==> config.mk <==
export PLATFORM = sky130hd
export DESIGN_NAME = seg_scan_driver_flat
export DESIGN_NICKNAME = d
export VERILOG_FILES = /design/src/rtl/seg_scan_if.sv /design/src/rtl/seg_scan_driver.sv /design/src/flat_wrapper.sv
export SDC_FILE = /design/constraint.sdc
export NUM_CORES = 1
export LEC_CHECK = 0
export ABC_AREA = 1
export CAP_MARGIN = 25
export CORE_MARGIN = 2
export CORE_UTILIZATION = 53
export DETAILED_ROUTE_END_ITERATION = 10
export MAX_ROUTING_LAYER = met4
export PLACE_DENSITY = 0.75
export SYNTH_ARGS = -nofsm -noshare
export SYNTH_HDL_FRONTEND = slang
export SYNTH_SLANG_ARGS = --single-unit
==> constraint.sdc <==
create_clock -name clk_pin -period 4.4 [get_ports clk_pin]
set_input_delay 0.44 -clock clk_pin [delete_from_list [all_inputs] [get_ports clk_pin]]
set_output_delay 0.44 -clock clk_pin [all_outputs]
set_load 0.05 [all_outputs]
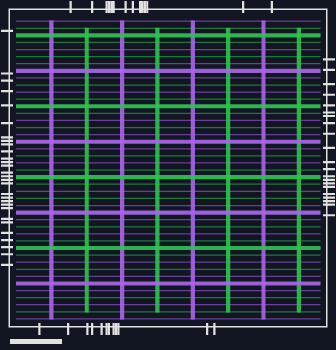
(images/floorplan.png)
Scale bar: 20 µm. Pins as bars on the die edge.
green -> VDD
purple -> VSS
met5 straps = 8
met4 straps = 8
signal pins = 76
rows = 42
met1 rails = 43
Peak VDD IR: 245 µV
Die Width: 121 µm
Die Span Y: 121 µm
placeable core region: 13,300 µm²

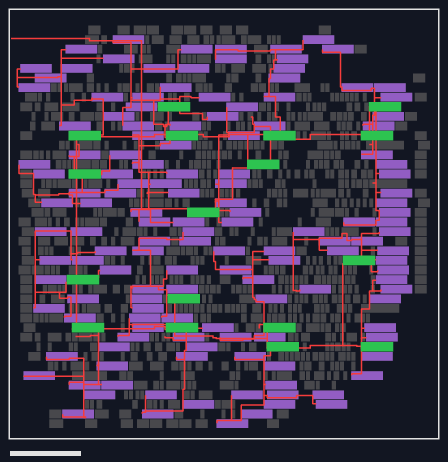
(images/clock_wires.png)
Scale bar: 20 µm.
green -> clock-net drivers  # count 17
red -> clock wires  # length 1,620 µm
purple -> flip-flops  # count 141
flops lie = widely spread
routed clock nets = 18
part of the total power dissipated in the clock network: 48.1%
reported clock group power: 1.44 mW
insertion delay at the late pin of the worst-skew pair: 0.42 ns
skew final: 0.00809 ns

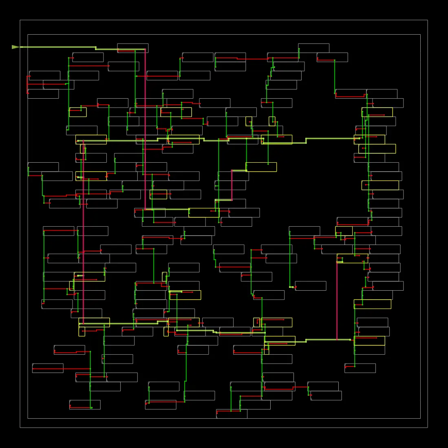
(images/clock_nets.png)
CTS Sinks: 141
number of clock-tree buffers in the layout: 25

==> run summary <==
This note records the results obtained with Yosys and OpenROAD.

Outcome
The run finished with clean final reports.

Detailed routing
The total number of vias is about 6,000. TritonRoute reported its final design rule violation total as 0. The met3 routed wirelength is between 800 and 900 µm. For this run, the detailed router reports a per-instance via density of 5.28. The number of iterations in the first detailed-routing pass is 5. Once detail routing completed, the nets flagged for antenna violations numbered 0. The met2 wire length is ~7000 µm.

Placement
The placement summary gives the final routability congestion estimate as ~0.92. The post-placement worst setup slack is between 1.5 and 2 ns. The detailed placement HPWL is around 10,000 µm. In this run, placement finished with an instance count of roughly 1,100.

Final layout
The number of cells in the finished layout apart from fillers is 1,129. The library cell used most frequently in the layout, excluding fill and tap cells, is nand2_1. The total of fill cells in the finished design is about 1,100.

Yosys
The dominant kind of combinational cell is simple AND/OR/NAND/NOR gates. The number of storage elements in the synthesis netlist is approximately 140. The number of distinct standard cells referenced by the synthesized netlist is 25. In the Yosys report the total cell count is about 900. The cell area that synthesis handed to floorplanning was between 7000 and 8000 µm².

The area fraction in compound gates after synthesis is 2.54%. Yosys reports that the most numerous cell types are nand2_1, dfrtp_1, nand3_1, nor2_1, nand4_1. The commonest register cell after synthesis is dfrtp_1. The average cell area after synthesis is between 8 and 9 µm². The synthesized instance count is just under 900.

Global route
The first-pass GRT wire length is between 20,000 and 30,000 µm. The number of global-route vias before repair was 5,570. For this run the aggregate overflow at the end of global routing stands at 0.

The global-route total usage across every layer is between 20% and 30%.

Timing
In this run the tightest slew margin relative to its limit is 38.6%. Subtracting the final worst setup slack from the clock period gives 2.74 ns. Setup repair after global routing left no endpoint under its margin. The worst setup margin is roughly 1.7 ns.

The part of the cycle the worst path needs is slightly above 60%. The smallest hold slack is ~0.37 ns. The number of endpoints failing setup at the final stage is 0.

CTS
The clock transition time at the flip-flop clock pins of the worst setup and hold paths is around 0.060 ns. The clock tree root buffer cell is clkbuf_16. The post-CTS hold buffer count recorded in the log is 0. Post-CTS repair ended up resizing 0 cells. TritonCTS built the clock tree. Per the TritonCTS log, the buffer count is 17.

Power and ir drop
The overall power consumption is between 2 and 3 mW.

Die
The number of standard-cell rows in the floorplan is 42. The floorplan report gives the top-level pin count as about 76.

Run
The OpenROAD warning count is slightly above 40. The run reported a max-capacitance violation count of 0.

Setup path
STA classifies the critical path startpoint as a flop.
==> worst max-delay path, stage by stage (launching register included) <==
cell	delay [ns]
dfrtp_1	0.95
inv_2	0.43
nand2_1	0.16
nand3_1	0.07
and2_1	0.24
inv_1	0.15
ha_1	0.23
inv_1	0.05
nand2_1	0.06
nand2_1	0.07
o21ai_0	0.15
nor2_1	0.05
==> report_power, final <==
| group | total, mW | switching (mW) | internal, mW |
|---|---|---|---|
| combinational | 0.197 | 0.0955 | 0.102 |
| clock | 1.44 | 0.507 | 0.932 |
| sequential | 1.36 | 0.0196 | 1.34 |
==> area by class of cell <==
type	instances	area (µm²)	share of cell area, %
clock buffer	25	485	5.60
tap	176	220	2.54
multi-input combinational	646	3300	38.0
inverter	50	188	2.17
timing repair buffer	84	840	9.69
sequential	141	3530	40.7
clock inverter	7	110	1.27
Power figures rest on the tool's default switching activity, not on a simulated workload.
